==> src/rtl/jtag_cmd_rx.sv <==
// jtag_cmd_rx: host-to-target half of the JTAG UART debug link. Hunts for a sync byte, assembles
// five payload bytes (LSB first) into a 40-bit command word and holds it in a one-entry valid/ready slot.
// Optional trailing checksum byte: define JTAG_CMD_RX_CHECKSUM_EN.
module jtag_cmd_rx #(
  parameter logic [7:0]  SYNC_BYTE   = 8'hA5,
  parameter logic [23:0] TIMEOUT_CYC = 24'd9000000,
  parameter int          CNT_W       = 16
) (
  input  logic             CLK_50,
  input  logic             RESET,
  input  logic [7:0]       RX_DATA,
  input  logic             RX_VALID,
  output logic [39:0]      CMD_OUT,
  output logic             CMD_VALID,
  input  logic             CMD_READY,
  output logic             OVERRUN,
  output logic             TIMEOUT,
  output logic             CSUM_ERR,
  output logic [2:0]       BYTE_CNT,
  output logic [CNT_W-1:0] FRAME_CNT
);

`ifdef JTAG_CMD_RX_CHECKSUM_EN
  typedef enum logic [1:0] {HUNT = 2'd0, PAYLOAD = 2'd1, CHECK = 2'd2} state_t;
`else
  typedef enum logic [1:0] {HUNT = 2'd0, PAYLOAD = 2'd1} state_t;
`endif

  state_t      state;
  logic [39:0] shift_reg;
  logic [23:0] idle_cnt;
  logic [39:0] next_word;
  logic [39:0] deliver_word;
  logic        deliver;
  logic        csum_bad;
  logic        timed_out;
  logic        slot_free;

  // Current byte dropped into its lane of the partially assembled word.
  always_comb begin
    next_word = shift_reg;
    case (BYTE_CNT)
      3'd0:    next_word[7:0]   = RX_DATA;
      3'd1:    next_word[15:8]  = RX_DATA;
      3'd2:    next_word[23:16] = RX_DATA;
      3'd3:    next_word[31:24] = RX_DATA;
      3'd4:    next_word[39:32] = RX_DATA;
      default: next_word = shift_reg;
    endcase
  end

`ifdef JTAG_CMD_RX_CHECKSUM_EN
  logic [7:0] payload_sum;

  assign payload_sum  = shift_reg[7:0] + shift_reg[15:8] + shift_reg[23:16]
                      + shift_reg[31:24] + shift_reg[39:32];
  assign deliver      = (state == CHECK) && RX_VALID && (RX_DATA == payload_sum);
  assign csum_bad     = (state == CHECK) && RX_VALID && (RX_DATA != payload_sum);
  assign deliver_word = shift_reg;
`else
  assign deliver      = (state == PAYLOAD) && RX_VALID && (BYTE_CNT == 3'd4);
  assign csum_bad     = 1'b0;
  assign deliver_word = next_word;
`endif

  // Expires on the TIMEOUT_CYC-th consecutive idle cycle inside a frame; a byte that cycle wins.
  assign timed_out = (TIMEOUT_CYC != 24'd0) && (state != HUNT) && !RX_VALID
                   && (idle_cnt == TIMEOUT_CYC - 24'd1);

  assign slot_free = !CMD_VALID || CMD_READY;

  always_ff @(posedge CLK_50) begin
    if (RESET) begin
      state     <= HUNT;
      shift_reg <= '0;
      idle_cnt  <= '0;
      CMD_OUT   <= '0;
      CMD_VALID <= 1'b0;
      OVERRUN   <= 1'b0;
      TIMEOUT   <= 1'b0;
      CSUM_ERR  <= 1'b0;
      BYTE_CNT  <= '0;
      FRAME_CNT <= '0;
    end else begin
      OVERRUN  <= 1'b0;
      TIMEOUT  <= 1'b0;
      CSUM_ERR <= 1'b0;

      case (state)
        HUNT: begin
          idle_cnt <= '0;
          BYTE_CNT <= '0;
          if (RX_VALID && (RX_DATA == SYNC_BYTE)) begin
            state     <= PAYLOAD;
            shift_reg <= '0;
          end
        end

        PAYLOAD: begin
          if (RX_VALID) begin
            idle_cnt  <= '0;
            shift_reg <= next_word;
            BYTE_CNT  <= BYTE_CNT + 3'd1;
            if (BYTE_CNT == 3'd4) begin
`ifdef JTAG_CMD_RX_CHECKSUM_EN
              state <= CHECK;
`else
              state    <= HUNT;
              BYTE_CNT <= '0;
`endif
            end
          end else if (timed_out) begin
            TIMEOUT  <= 1'b1;
            BYTE_CNT <= '0;
            idle_cnt <= '0;
            state    <= HUNT;
          end else begin
            idle_cnt <= idle_cnt + 24'd1;
          end
        end

`ifdef JTAG_CMD_RX_CHECKSUM_EN
        CHECK: begin
          if (RX_VALID) begin
            idle_cnt <= '0;
            BYTE_CNT <= '0;
            CSUM_ERR <= csum_bad;
            state    <= HUNT;
          end else if (timed_out) begin
            TIMEOUT  <= 1'b1;
            BYTE_CNT <= '0;
            idle_cnt <= '0;
            state    <= HUNT;
          end else begin
            idle_cnt <= idle_cnt + 24'd1;
          end
        end
`endif

        default: begin
          state    <= HUNT;
          BYTE_CNT <= '0;
          idle_cnt <= '0;
        end
      endcase

      // A frame completing into a full, unconsumed slot is dropped rather than overwriting it.
      if (deliver) begin
        if (slot_free) begin
          CMD_OUT   <= deliver_word;
          CMD_VALID <= 1'b1;
          FRAME_CNT <= FRAME_CNT + CNT_W'(1);
        end else begin
          OVERRUN <= 1'b1;
        end
      end else if (CMD_VALID && CMD_READY) begin
        CMD_VALID <= 1'b0;
      end
    end
  end

endmodule

==> config.mk <==
export PLATFORM = sky130hd
export DESIGN_NAME = jtag_cmd_rx
export DESIGN_NICKNAME = d
export VERILOG_FILES = /design/src/rtl/jtag_cmd_rx.sv
export SDC_FILE = /design/constraint.sdc
export NUM_CORES = 1
export LEC_CHECK = 0
export ABC_AREA = 0
export CAP_MARGIN = 20
export CELL_PAD_IN_SITES_DETAIL_PLACEMENT = 0
export CELL_PAD_IN_SITES_GLOBAL_PLACEMENT = 1
export CORE_UTILIZATION = 37
export CTS_CLUSTER_DIAMETER = 30
export DETAILED_ROUTE_END_ITERATION = 16
export PLACE_DENSITY_LB_ADDON = 0.1
export SLEW_MARGIN = 20
export SYNTH_ARGS = -nofsm -noshare
export SYNTH_HDL_FRONTEND = slang
export SYNTH_SLANG_ARGS = --single-unit
==> constraint.sdc <==
create_clock -name CLK_50 -period 1.89 [get_ports CLK_50]
set_input_delay 0.2835 -clock CLK_50 [delete_from_list [all_inputs] [get_ports CLK_50]]
set_output_delay 0.2835 -clock CLK_50 [all_outputs]
set_load 0.01 [all_outputs]
Figure 1. Placement density heat map (run 1).
12 x 12 tiles, from white (low) to dark blue (high), 0 to 100% covered.
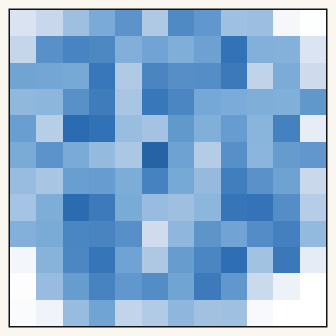
The fullest tile reaches 80%. The emptiest ninth of the die: south-east. The mean over all tiles is 47%. 2.1% of the tiles are over 75% full. 3.5% of the tiles are nearly empty.
floorplan core density: 37.8%
final core area utilization: 51.0%
area of the placeable core: 13800 sq um

Figure 2. Cells coloured by class (run 1).
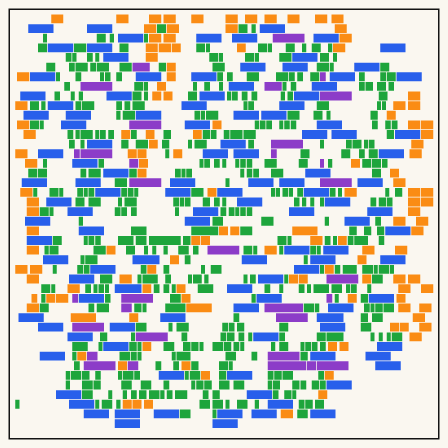
Key: blue = flip-flops [cells 119]; purple = clock drivers and dummy loads [cells 32]; orange = other buffers and delay cells [cells 131]; green = all other logic [cells 445]
final design instance area without fill: 7060 sq um
Site Rows: 43
sequential share of cell area: 33.8%

Figure 3. Sequential cells coloured by netlist name (run 1).
The bar under the picture is 20 um long.
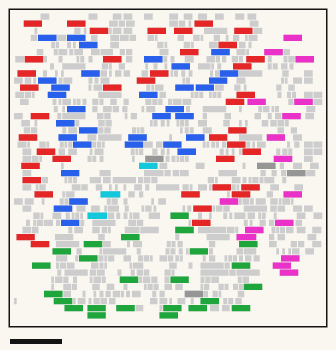
Key: red = CMD_OUT [flops 40]; magenta = FRAME_CNT [flops 16]; cyan = BYTE_CNT [flops 3]; green = idle_cnt [flops 24]; blue = shift_reg [flops 32]
Another 4 sequential cells are not coloured.
power of the sequential group: 2.51 mW
Sequential Area: 2390 sq um

==> run summary, run 1 <==
The flow run is done. Ranked by total cell area, the synthesized netlist is headed by sky130_fd_sc_hd__dfxtp_1, sky130_fd_sc_hd__mux2i_1, sky130_fd_sc_hd__a21oi_1. Clock cells make up about 8.3% of the layout cell area. Combined area of the multi-input logic cells landed at 2640 sq um. The final reports fail on negative setup slack.

Sum of negative setup slack landed at -530 ps. The path with the worst hold slack has its endpoint at BYTE_CNT[1]$_SDFFE_PP0P_. For reference, the critical path is launched at idle_cnt[20]$_SDFF_PP0_. The most critical setup path has its endpoint at idle_cnt[8]$_SDFF_PP0_. The flow ran to the end, but the final reports show violations.

Counting buffers and inverters, the worst setup path is 5 cells deep. In the placement report, post-DP HPWL is listed as 9.48 mm. For this run, the top clock speed supported by timing is 520 MHz. Per the post-run analysis, buffers plus inverters along the critical path come to 1. The number of placed instances, taps included, is 875. Length of the first detailed-routing pass in iterations landed at 4. Mean number of vias per cell landed at 5.22. Area share of xor/xnor cells in the synthesized design landed at 3.52%. Largest net degree at the start of global routing landed at 93. Looking at the setup timing report, the critical path kind is reg -> reg. Looking at the critical path, the single cell with the biggest stage delay is sky130_fd_sc_hd__or4b_4. Of all flip-flops after synthesis, the portion carrying an async set or reset was 0%. The synthesis run shows the most used standard cells to be sky130_fd_sc_hd__dfxtp_1, sky130_fd_sc_hd__nand2_1, sky130_fd_sc_hd__nor2_1.

Number of inserted filler cells in the final layout landed at 1323. Across all layers, the routed design uses 4731 vias. Gates resized during post-CTS repair numbered 6. For this run the top cell type by instance count after synthesis was sky130_fd_sc_hd__dfxtp_1.

Mux contribution to synthesized area landed at about 6.1%. Highest fanout seen on the critical path landed at 23. After floorplanning, the die was sized to cover 14600 sq um. Worst hold slack across all endpoints landed at 314 ps. Setup repair after global routing could not meet its margin everywhere. Summed instance area of the synthesized netlist landed at about 5200 sq um. H-tree depth landed at 4. For this design, the CTS-stage hold fixing added 0 buffers. The smallest clock period supported by the final layout is computed as 1920 ps. Inverter tally of the final layout excluding the clock network landed at 6. After detailed routing, the average wire length per cell comes to 15.4 um.

Maximum buffer depth of the clock tree landed at 2. Floorplan die height landed at between 100 and 150 um. Total leakage power landed at 2.30 nW. Flip-flop count of the largest register after layout landed at 40. The final critical path takes up 102% of the cycle.

Width of the die landed at 121 um. Per the synthesis report, the number of distinct cell types is about 40. The worst setup path is launched from a flop. Share of cell area taken by multi-input logic gates landed at 37.4%. Looking at the clock tree report, the root buffer type is sky130_fd_sc_hd__clkbuf_16. The final layout report lists a clock buffer count of 20. The timing report gives the clock slew at the launch and capture registers of the worst setup and hold paths as approximately 50 ps. In this run the critical register-to-register path is launched from idle_cnt[20]$_SDFF_PP0_. Of the cells placed in the final design, the portion with a size suffix greater than 1 is 14.6%. Final-report hold violation count landed at 0. The post-synth count of flops with an enable pin is 0. Synthesis inferred roughly 120 register bits. Measured in cells, the most critical reg-to-reg path has a length of 5. Broken down by cell family, the worst path's largest delay share belongs to simple AND/OR/NAND/NOR gates. Max-slew check failures listed in the final report amount to 0. Per STA, the highest per-stage delay on the worst path measures roughly 550 ps. In this run, the synthesized area fraction spent on and/or/nand/nor cells is recorded as 25.3%. TritonCTS built the clock tree. Synthesis produced a netlist with a net count of about 640. After layout, the worst setup slack is -32.5 ps. Hold path depth landed at 3.

In the final layout, non-clock buffers account for 17.0% of the cell area. The synthesis run identifies the leading combinational cell family as simple AND/OR/NAND/NOR gates. Count of buffers not belonging to the clock network in the layout landed at between 100 and 150. Worst ir drop on vdd landed at 0.000571 V.

Looking at the reg2reg group, the worst path ends at idle_cnt[8]$_SDFF_PP0_. Power per standard cell area landed at 825 nW/um^2. 0 antenna diodes ended up in the layout. Worst-case register-to-register setup slack landed at -30 ps. Filler-free cell count of the finished design landed at 907. The last timing report of the flow puts the setup violation total at 23. The routed design has 13.9 mm of wire. Ranking logic cells in the layout by count gives the top entries sky130_fd_sc_hd__dfxtp_1, sky130_fd_sc_hd__clkdlybuf4s50_1, sky130_fd_sc_hd__nand2_1. Global routing used 20.5% of the available tracks across all layers. Total CTS buffers landed at 17. Per Yosys stat, the portion of area used by sequential elements is 45.6%. The biggest slice of the area belongs to logic gates. Synthesized area divided by synthesized cell count landed at about 8.4 sq um. For this block, the initial DRC count from the detailed router was 233. Warnings reported by Yosys during synthesis add up to 0. The placement report lists the number of port buffers as 73.

Clock net sink count landed at 119. Per the post-synthesis report, the number of cells in the design is 619. STA classifies the critical path endpoint as a flop.

There are ~120 flip-flops and latches. Number of nets in the layout landed at around 730. Overall power consumption after layout is estimated at 5.82 mW. Global routing finished with a remaining overflow of 0. The initial antenna violation count was 0.

75 I/O pins were placed. The signal on the critical path passes through or4b_4, or4_4, o21ai_4, buf_12, nor2_1. Worst endpoint data arrival time landed at 2230 ps. The library cell used most frequently in the layout, excluding fill and tap cells, is sky130_fd_sc_hd__dfxtp_1.

In this run, the synthesized area fraction spent on adder and majority cells is recorded as 1.68%. In this run the maximum-capacitance check reported violations numbering 0. Area share of the largest cell type after synthesis landed at 45.6%. Layout overhead on the synthesized area landed at 35.0%.

The stage logs contain a warning count of 31. Number of combinational gates with multiple inputs landed at 439. Summed over all instances, the cell type with the most area after synthesis is sky130_fd_sc_hd__dfxtp_1. Remaining routing DRC violations landed at 0. Clock skew on the completed layout was measured at 7.45 ps. Per the synthesis report, the AND-OR/OR-AND share of the synthesized area is 13.0%. Post-synth the commonest register cell is sky130_fd_sc_hd__dfxtp_1. According to the hold report, the worst path is of the in -> reg type.
[run 1: through the flow]
step                cell area [sq um]  worst slack (ps)
detailed placement               6450              -328
finish                           7060             -32.5
floorplan                        5250              12.1
global placement                 6450              -301
global route                     7060             -92.6
CTS                              7040             -35.0
[run 1: metal layers]
layer | part of all wire [%] | GRT usage [%] | vias to the layer above
li1 | - | - | 2373
met3 | 4.1 | 5.42 | 16
met5 | 0 | 0 | -
met1 | 50 | 28.0 | 2259
met2 | 45 | 30.8 | 83
met4 | 1.2 | 7.33 | 0
[run 1: where the power goes]
part / leakage [nW] / internal, mW / switching (mW)
Combinational: 1.06 / 0.0463 / 0.0862
Clock: 0.286 / 2.00 / 1.17
Sequential: 0.959 / 2.51 / 0.000125
Total: 2.30 / 4.56 / 1.26
==> run 2, diff against run 1 <==
- CORE_UTILIZATION: 37 -> 47
- DONT_BUFFER_PORTS: unset -> 1
- clock period: 1.89 -> 2 ns (I/O delays scaled with it)
==> run summary, run 2 <==
The flow run is done. The flow ran to the end, and the final reports show no timing, DRC or antenna violations. Amount of wire on met2 after detailed routing landed at 5.91 mm (-5.6%). Synthesized area divided by synthesized cell count landed at 8.44 sq um (unchanged). Final setup skew landed at 7.68 ps (+0.231 ps). Worst-case reg-to-reg path depth landed at 5 (unchanged). The timing report attributes the biggest portion of critical-path delay to simple AND/OR/NAND/NOR gates.

The number of buffers added on ports was 0 (-100%). The number of inserted filler cells in the final layout was 973 (-26%). The diode insertion count for antenna repair was 0 (unchanged). Tally of yosys warning messages landed at 0 (unchanged). Filler-free cell count of the finished design landed at 778 (-14%). The average wire per standard cell was 16.9 um (+9.9%).

Width of the die landed at 107 um (-11%). Largest net degree at the start of global routing landed at 93 (unchanged). The register area share after synthesis was 45.6% (unchanged).

Post-synthesis share of cell area spent on and-or and or-and gates landed at 13.0% (unchanged). The H-tree depth was 4 (unchanged). The highest metal layer carrying signal wires in the routed design is met4.

Sum of buffers and inverters on the critical path landed at 1 (unchanged). The root buffer cell chosen for the clock tree is sky130_fd_sc_hd__clkbuf_8. Mux contribution to synthesized area landed at 6.13% (unchanged). The worst endpoint data arrival time was 2380 ps (+150 ps). The hold path depth is 2 (-1). Highest fanout seen on the critical path landed at 12 (-48%).

The wire length on met1 came to 6.26 mm (-9.5%). Floorplan die height landed at 107 um (-11%). Summed instance area of the synthesized netlist landed at 5230 sq um (unchanged).

The post-layout minimum cycle time is 1950 ps (+32.3 ps). Worst ir drop on vdd landed at 0.000533 V (-6.7%). Simple-gate area share of the yosys netlist landed at 25.3% (unchanged). Mean number of vias per cell landed at 5.70 (+9.4%). The post-placement setup slack was 55.0 ps (+383 ps). The share of async-settable or async-resettable flops after synthesis came to 0% (unchanged). The met1 routing resource usage after global routing came to 31.5% (+3.5 points). Flip-flop count of the largest register after layout landed at 40 (unchanged). The top cell types in the final layout, fill and taps aside, are sky130_fd_sc_hd__dfxtp_1, sky130_fd_sc_hd__nand2_1, sky130_fd_sc_hd__nor2_1. Layout overhead on the synthesized area landed at 19.2%. The number of standard-cell rows in the floorplan came to 38 (-12%). Detailed-route wire length landed at 13.1 mm (-5.7%). The final count of pins violating max slew was 0 (unchanged). Per the synth stats, the flop cell with the highest instance count is sky130_fd_sc_hd__dfxtp_1.

Utilization of the core after routing landed at 57.4% (+6.4 points). The endpoint of the worst hold path is reported as CMD_OUT[25]$_SDFFE_PP0P_. Number of hold-repair buffers added at the cts stage landed at 10 (+10). The total CTS buffers is 17 (unchanged). The critical path goes through or4b_1, or4_4, o21ai_2, buf_4, nor2_1. Yosys shows that the main logic family after synthesis is simple AND/OR/NAND/NOR gates. Setup repair after global routing could not meet its margin everywhere. Area share of xor/xnor cells in the synthesized design landed at 3.52% (unchanged). Length of the first detailed-routing pass in iterations landed at 5 (+1). The initial antenna violation count came to 0 (unchanged). The critical path is of the reg -> reg type.

Looking at the reg2reg group, the worst path starts from idle_cnt[20]$_SDFF_PP0_. By area the synthesized netlist is led by sky130_fd_sc_hd__dfxtp_1, sky130_fd_sc_hd__mux2i_1, sky130_fd_sc_hd__a21oi_1. The residual overflow from global routing came to 0 (unchanged). The gate count after technology mapping was 619 (unchanged). Adder and majority cell fraction of the synthesized area landed at 1.68% (unchanged). The number of enable-type register cells in the synthesized netlist came to 0 (unchanged).

The sum of negative setup slack came to 0 ps (+530 ps). Count of warning messages emitted by the tools landed at 30 (-3.2%). Maximum clock rate landed at 512 MHz (-1.7%). The share of layout cells above drive strength 1 came to 11.3% (-3.3 points). The global-route usage over all layers is 23.4% (+3.0 points).

In this run the worst hold path is classified as in -> reg. Per the timing report, the most critical flop-to-flop path finishes at idle_cnt[8]$_SDFF_PP0_. The total leakage power came to 1.98 nW (-14%). The total of max-cap violations was 0 (unchanged). Final-report hold violation count landed at 0 (unchanged). Power per standard cell area landed at 932 nW/um^2 (+13%). The final worst slack is 45.2 ps (+77.7 ps). Total length of routed met3 wires landed at 775 um (+35%).

The critical path's largest stage delay is 540 ps (about the same). The most common logic cell in the final layout is sky130_fd_sc_hd__dfxtp_1. The full die area was 11500 sq um (-21%). OpenSTA lists the critical path startpoint as idle_cnt[20]$_SDFF_PP0_. The number of distinct library cell variants in the gate-level netlist after synthesis was 40 (unchanged). The remaining routing DRC violations is 0 (unchanged). The critical path depth in cells was 5 (unchanged).

The area share of the largest cell type after synthesis came to 45.6% (unchanged). Global routing usage on met3 landed at 7.32% (+1.9 points). Count of routing violations after the opening detailed-route iteration landed at 254 (+9.0%). The total of endpoints with negative setup slack in the final report came to 0 (-100%).

The maximum buffer depth of the clock tree is 2 (unchanged). The fraction of the cycle the final worst path needs is 97.7% (-4.0 points). The clock transition at the registers of the reported paths is 60 ps (about the same).
## run 2: cell counts after synthesis
Identical to the previous run, type by type.
## run 2: layout make-up
cell class | instances | area [sq um] | area share (%)
Inverter | 6 | 22.5 | 0.362
Clock inverter | 11 | 195 | 3.14
Sequential cell | 119 | 2380 | 38.3
Tap cell | 140 | 175 | 2.81
Multi-Input combinational cell | 439 | 2620 | 42.1
Clock buffer | 21 | 459 | 7.38
Timing Repair Buffer | 42 | 370 | 5.95
## run 2: report_power, final
part           switching [mW]  total [mW]  internal (mW)  leakage [nW]
clock network            1.09        3.34           2.25         0.310
logic                  0.0600      0.0872         0.0272         0.712
registers            0.000131        2.37           2.37         0.958
total                    1.15        5.80           4.65          1.98
Figure 4. Placement density heat map (run 2).
11 x 11 tiles, from white (low) to dark blue (high), 0 to 100% covered.
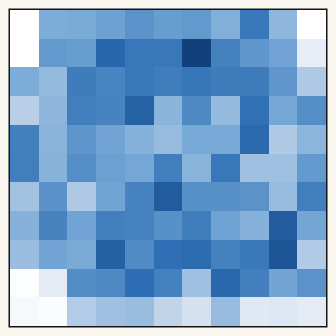
area of the placeable core: 10800 sq um
floorplan core density: 48.2%

No activity file was given, so power comes from the tool's default toggle rates.
